### config.mk
export PLATFORM = sky130hd
export DESIGN_NAME = capture_sched
export DESIGN_NICKNAME = d
export VERILOG_FILES = /design/src/rtl/capture_sched.sv
export SDC_FILE = /design/constraint.sdc
export NUM_CORES = 1
export LEC_CHECK = 0
export ABC_AREA = 1
export CELL_PAD_IN_SITES_DETAIL_PLACEMENT = 1
export CELL_PAD_IN_SITES_GLOBAL_PLACEMENT = 1
export CORE_MARGIN = 2
export CORE_UTILIZATION = 42
export DETAILED_ROUTE_END_ITERATION = 12
export PLACE_DENSITY = 0.9
export SYNTH_ARGS = -nofsm -noshare
export SYNTH_HDL_FRONTEND = slang
export SYNTH_SLANG_ARGS = --single-unit
### constraint.sdc
create_clock -name clk -period 17.5 [get_ports clk]
set_clock_uncertainty 0.05 [all_clocks]
set_input_delay 1.75 -clock clk [delete_from_list [all_inputs] [get_ports clk]]
set_output_delay 1.75 -clock clk [all_outputs]
set_load 0.005 [all_outputs]
### src/rtl/capture_sched.sv
// Capture scheduler: pops packet lengths, reserves space in the DDR ring,
// sequences wr_ctrl for each transfer and emits one commit descriptor per packet.
module capture_sched #(
  parameter logic [31:0] BASE_ADDR  = 32'h0000_0000,
  parameter logic [31:0] RING_BYTES = 32'h0010_0000,
  parameter int unsigned TIMEOUT    = 4096
) (
  input  logic        clk,
  input  logic        reset,
  input  logic        pkt_valid,
  input  logic [15:0] pkt_len,
  output logic        pkt_ready,
  input  logic [31:0] rd_ptr,
  output logic        wr_ctrl,
  input  logic        wr_ctrl_rdy,
  output logic [31:0] pkt_begin,
  output logic [31:0] pkt_end,
  output logic [31:0] control,
  output logic        commit_valid,
  output logic [31:0] commit_addr,
  output logic [15:0] commit_len,
  output logic [31:0] wr_ptr,
  output logic [31:0] pkt_count,
  output logic        stall,
  output logic        err_timeout
);

  localparam int unsigned AW = 32;
  localparam int unsigned LW = 16;
  localparam int unsigned RW = LW + 1;
  localparam int unsigned TW = $clog2(TIMEOUT + 1);

  typedef enum logic [2:0] {
    IDLE   = 3'd0,
    CHECK  = 3'd1,
    ISSUE  = 3'd2,
    WAIT   = 3'd3,
    COMMIT = 3'd4
  } state_t;

  state_t        state;
  logic [LW-1:0] len_q;
  logic          wrap_q;
  logic [TW-1:0] wait_cnt;

  logic [RW-1:0]   len_r_c;
  logic            wrap_c;
  logic [AW-1:0]   tail_c;
  logic [AW:0]     need_c;
  logic [AW+1:0]   diff_c;
  logic [AW+1:0]   free_c;
  logic [AW-1:0]   begin_c;
  logic [AW-1:0]   next_ptr_c;

  // Ring space arithmetic; free keeps one word of slack so equal pointers mean empty.
  always_comb begin
    len_r_c    = (RW'(len_q) + RW'(3)) & ~RW'(3);
    wrap_c     = (AW'(wr_ptr) + (AW+1)'(len_r_c)) > (AW+1)'(RING_BYTES);
    tail_c     = RING_BYTES - wr_ptr;
    need_c     = wrap_c ? ((AW+1)'(tail_c) + (AW+1)'(len_r_c)) : (AW+1)'(len_r_c);
    diff_c     = (AW+2)'(rd_ptr) - (AW+2)'(wr_ptr) - (AW+2)'(4);
    free_c     = diff_c[AW+1] ? (diff_c + (AW+2)'(RING_BYTES)) : diff_c;
    begin_c    = BASE_ADDR + (wrap_q ? AW'(0) : wr_ptr);
    next_ptr_c = (wrap_q ? AW'(0) : wr_ptr) + AW'(len_r_c);
    if (next_ptr_c == RING_BYTES) next_ptr_c = AW'(0);
  end

  always_ff @(posedge clk) begin
    if (reset) begin
      state        <= IDLE;
      len_q        <= '0;
      wrap_q       <= 1'b0;
      wait_cnt     <= '0;
      pkt_ready    <= 1'b0;
      wr_ctrl      <= 1'b0;
      pkt_begin    <= '0;
      pkt_end      <= '0;
      control      <= '0;
      commit_valid <= 1'b0;
      commit_addr  <= '0;
      commit_len   <= '0;
      wr_ptr       <= '0;
      pkt_count    <= '0;
      stall        <= 1'b0;
      err_timeout  <= 1'b0;
    end else begin
      pkt_ready    <= 1'b0;
      commit_valid <= 1'b0;
      case (state)
        IDLE: begin
          if (pkt_valid) begin
            len_q     <= pkt_len;
            pkt_ready <= 1'b1;
            state     <= CHECK;
          end
        end
        CHECK: begin
          if (len_r_c == '0) begin
            wrap_q <= 1'b0;
            stall  <= 1'b0;
            state  <= COMMIT;
          end else if (free_c >= (AW+2)'(need_c)) begin
            wrap_q <= wrap_c;
            stall  <= 1'b0;
            state  <= ISSUE;
          end else begin
            stall <= 1'b1;
          end
        end
        ISSUE: begin
          pkt_begin <= begin_c;
          pkt_end   <= begin_c + AW'(len_r_c);
          control   <= {wrap_q, 15'b0, len_q};
          wr_ctrl   <= 1'b1;
          wait_cnt  <= '0;
          state     <= WAIT;
        end
        WAIT: begin
          if (wr_ctrl_rdy) begin
            wr_ctrl <= 1'b0;
            state   <= COMMIT;
          end else if (wait_cnt == TW'(TIMEOUT - 1)) begin
            // Abandon the transfer: no commit, pointer stays where it was.
            wr_ctrl     <= 1'b0;
            err_timeout <= 1'b1;
            state       <= IDLE;
          end else begin
            wait_cnt <= wait_cnt + TW'(1);
          end
        end
        COMMIT: begin
          commit_valid <= 1'b1;
          commit_addr  <= begin_c;
          commit_len   <= len_q;
          pkt_count    <= pkt_count + AW'(1);
          wr_ptr       <= next_ptr_c;
          state        <= IDLE;
        end
        default: state <= IDLE;
      endcase
    end
  end

endmodule

==> run_1/wires.png <==
Scale bar: 50 um.
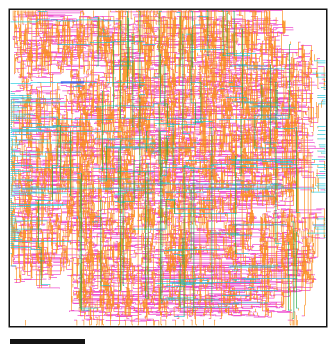
- metal 4: green (wire length 3120 um)
- metal 3: cyan (wire length 3800 um)
- metal 5: blue (wire length 13.8 um)
- metal 1: magenta (wire length 31.1 mm)
- metal 2: orange (wire length 33.2 mm)
via count: 19754
routed wire length per instance: 19.7 um

==> run_1/placement_by_type.png <==
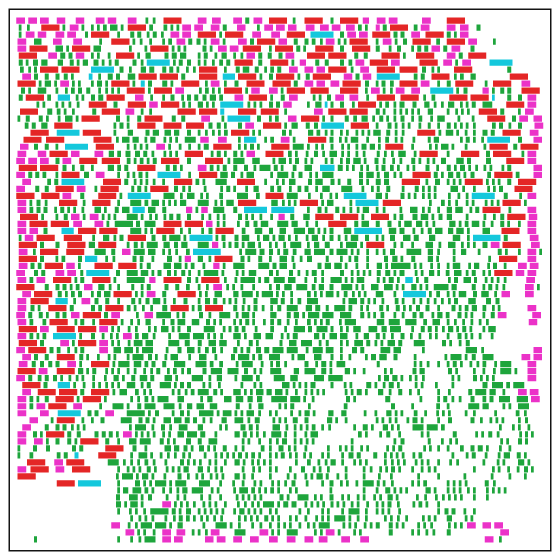
- remaining buffers and delay cells: magenta (cells 260; share of their area 12%)
- sequential cells: red (cells 229; share of their area 22%)
- combinational and other logic: green (cells 2542; share of their area 61%)
- clock drivers and dummy loads: cyan (cells 45; share of their area 4.3%)

==> run_1/metal_density.png <==
Scale bar: 50 um. The die is cut into 21 by 21 equal tiles; dark blue is low, red is high, scaled to the fullest tile. Values are wire area over tile area, all layers added.
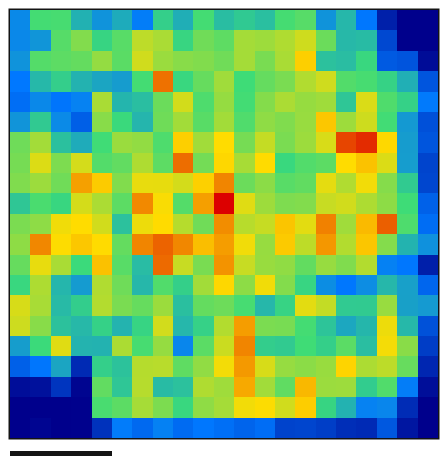
- nearly empty tiles: 3.4%
- fullest tile: 0.51
- emptiest ninth of the die: bottom left
- mean over tiles: 0.26
- densest ninth of the die: middle
- tiles over half the peak: 61%
GRT Overall Usage: 31.8%
WL final: 71200 um

==> run_1/flops_by_reg.png <==
Scale bar: 50 um.
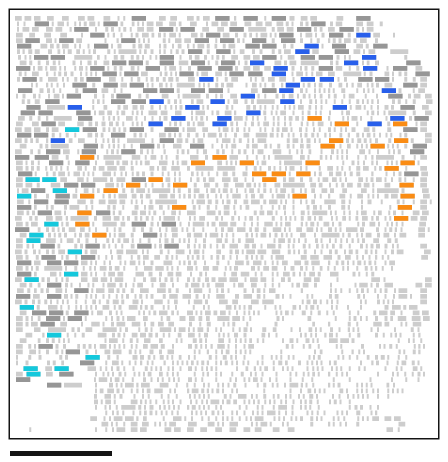
- wr_ptr: orange (placed flops 32)
- pkt_end: blue (placed flops 30)
- control: cyan (placed flops 17)
- not coloured: 150

==> out/metrics.cfg, run 1 <==
[cells_and_area]
instances_no_fill=3615
clkCellAreaFrac_pct=4.19
area_delta_synth_final_pct=21.5
drive_gt1_share_pct=4.75
largest_cell_class=multi-input combinational cells
mostFrequentLayoutCells=749 x nand2_1, 385 x inv_1, 309 x nor2_1
n_antenna_cell=0
logic_area_um2=11300
finish.utilization_pct=51.6
buffers=260
seq_area_share_pct=21.3
regArea_um2=4580
n_clock_buffer=36
final_cell_area_um2=21500

[final_timing]
fin_ws_ps=9690
fmax_mhz=128
tns_ps=0
drv_slew=0
hold_viol_final=0
tightest_slew_ps=1200
finalCriticalPeriod_ps=7810
setup_viol=0

[logic_synthesis]
aoi_share_pct=13.8
mux_share_pct=0.0635
synthCells=2844
yosysChipArea_um2=17700
synth_stat.cells=2844
avgSynthCellArea_um2=6.23
top_area_share_pct=25.9
xor_share_pct=5.82
synthTopCellsByCount=750 x nand2_1, 386 x inv_1, 311 x nor2_1
synth_flops=229
yosys.cell_count.top_type=nand2_1

[worst_setup_path]
cp.depth=49
worst-path-buf-inv=4
crit_fanout=32
cp-start-kind=flop
worstPathRequired_ps=17940
crit_path_max_incr_delay_ps=490
cp_top_family=simple AND/OR/NAND/NOR gates
criticalPathCategory=flop to flop

[global_routing]
grt_pass1_vias=20682
grt_use_met2_pct=54.5
antenna_found_initial=1
met3_usage_pct=4.52
grt_pass1_wl_um=112000

[floorplanning]
die_h_um=209
rows=75
fp.coreArea_um2=41800
chip_area_um2=43900

[placed_design]
dp_cells=3570
pre_cts_slack_ps=9840
dp_hpwl_um=56900
port_buffers=249

[clock_network]
ctsResizeCount=0
postCtsSetupRepairBufs=0
cts_hold_buf=0
clkTransAtPathRegs_ps=60
insertion_delay_ps=550
clk_path_buf_depth=3

[worst_hold_path]
min_to=err_timeout$_SDFFE_PP0P_

[power_and_ir_drop]
p_comb_mw=0.320
p_per_area_nw_per_um2=67.1
sw_frac_of_total_pct=31.0
clkPwrFrac_pct=40.1

[route]
met1_length_um=31100
wl_met3_um=3800
remaining_drc_errors=0
viasPerCell=5.46
drt_iter0_markers=1222

[status]
status=complete, no violations

[job]
drv_cap=0

==> run 2: changes to the inputs <==
--- a/config.mk
+++ b/config.mk
@@ -9,9 +9,9 @@
 export CELL_PAD_IN_SITES_DETAIL_PLACEMENT = 1
 export CELL_PAD_IN_SITES_GLOBAL_PLACEMENT = 1
 export CORE_MARGIN = 2
-export CORE_UTILIZATION = 42
+export CORE_UTILIZATION = 39
 export DETAILED_ROUTE_END_ITERATION = 12
-export PLACE_DENSITY = 0.9
+export PLACE_DENSITY = 0.84
 export SYNTH_ARGS = -nofsm -noshare
 export SYNTH_HDL_FRONTEND = slang
 export SYNTH_SLANG_ARGS = --single-unit
==> constraint.sdc (replaced) <==
create_clock -name clk -period 8.11 [get_ports clk]
set_clock_uncertainty 0.05 [all_clocks]
set_input_delay 0.811 -clock clk [delete_from_list [all_inputs] [get_ports clk]]
set_output_delay 0.811 -clock clk [all_outputs]
set_load 0.005 [all_outputs]
==> run_2/flops_by_reg.png <==
Scale bar: 50 um.
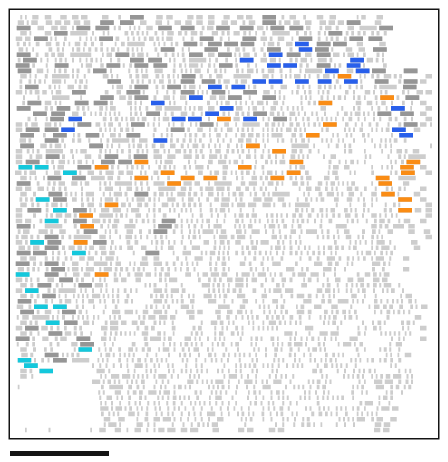
- wr_ptr: orange (placed flops 32)
- control: cyan (placed flops 17)
- pkt_end: blue (placed flops 30)
fin util: 47.9%
Flop area: 4580 um2
Seq area share: 21.2%
Seq. pwr: 1.18 mW

==> run 2 against run 1 <==
  * Sequential share of layout area is essentially flat
  * Critical path depth down 2
  * Worst setup slack lost 8900 ps
  * Highest routed layer is now met4
  * Register-to-register slack worse by 8900 ps
  * Count of clock-buffer cells in the layout is 1 lower
==> out/metrics.cfg, run 2 <==
[clock_network]
postCtsSetupRepairBufs=0
ctsResizeCount=0
clk_path_buf_depth=3
insertion_delay_ps=560

[route]
num_vias=19726
wl_met3_um=3790
remaining_drc_errors=0
viasPerCell=5.36
post_drt_wl_per_cell_um=19.4
met1_length_um=31500

[logic_synthesis]
synthTopCellsByCount=750 x nand2_1, 386 x inv_1, 311 x nor2_1
synth_stat.cells=2844
synthCells=2844
avgSynthCellArea_um2=6.23
mux_share_pct=0.0635
aoi_share_pct=13.8
synth_flops=229
yosysChipArea_um2=17700

[final_timing]
hold_viol_final=0
setup_viol=0
tns_ps=0
fin_ws_ps=797
drv_slew=0

[floorplanning]
rows=78
chip_area_um2=47200

[global_routing]
antenna_found_initial=0
grt_use_met2_pct=52.4
grt_pass1_vias=20612
grt_use_total_pct=29.9
grt_pass1_wl_um=113000

[worst_setup_path]
worstPathRequired_ps=8560
cp-start-kind=flop
worst-path-buf-inv=5
criticalPathCategory=flop to flop
crit_fanout=15
crit_path_max_incr_delay_ps=360

[job]
drv_cap=0

[cells_and_area]
largest_cell_class=multi-input combinational cells
final_cell_area_um2=21600
area_delta_synth_final_pct=21.8
n_clock_buffer=35
n_antenna_cell=0
clkCellAreaFrac_pct=3.91
mostFrequentLayoutCells=749 x nand2_1, 385 x inv_1, 309 x nor2_1

[placed_design]
dp_hpwl_um=57000
pre_cts_slack_ps=399
port_buffers=249
dp_cells=3630

[power_and_ir_drop]
p_comb_mw=0.681
sw_frac_of_total_pct=32.0
clkPwrFrac_pct=38.6
p_per_area_nw_per_um2=140

[status]
status=complete, no violations

Power is estimated from default activity; no workload was simulated.
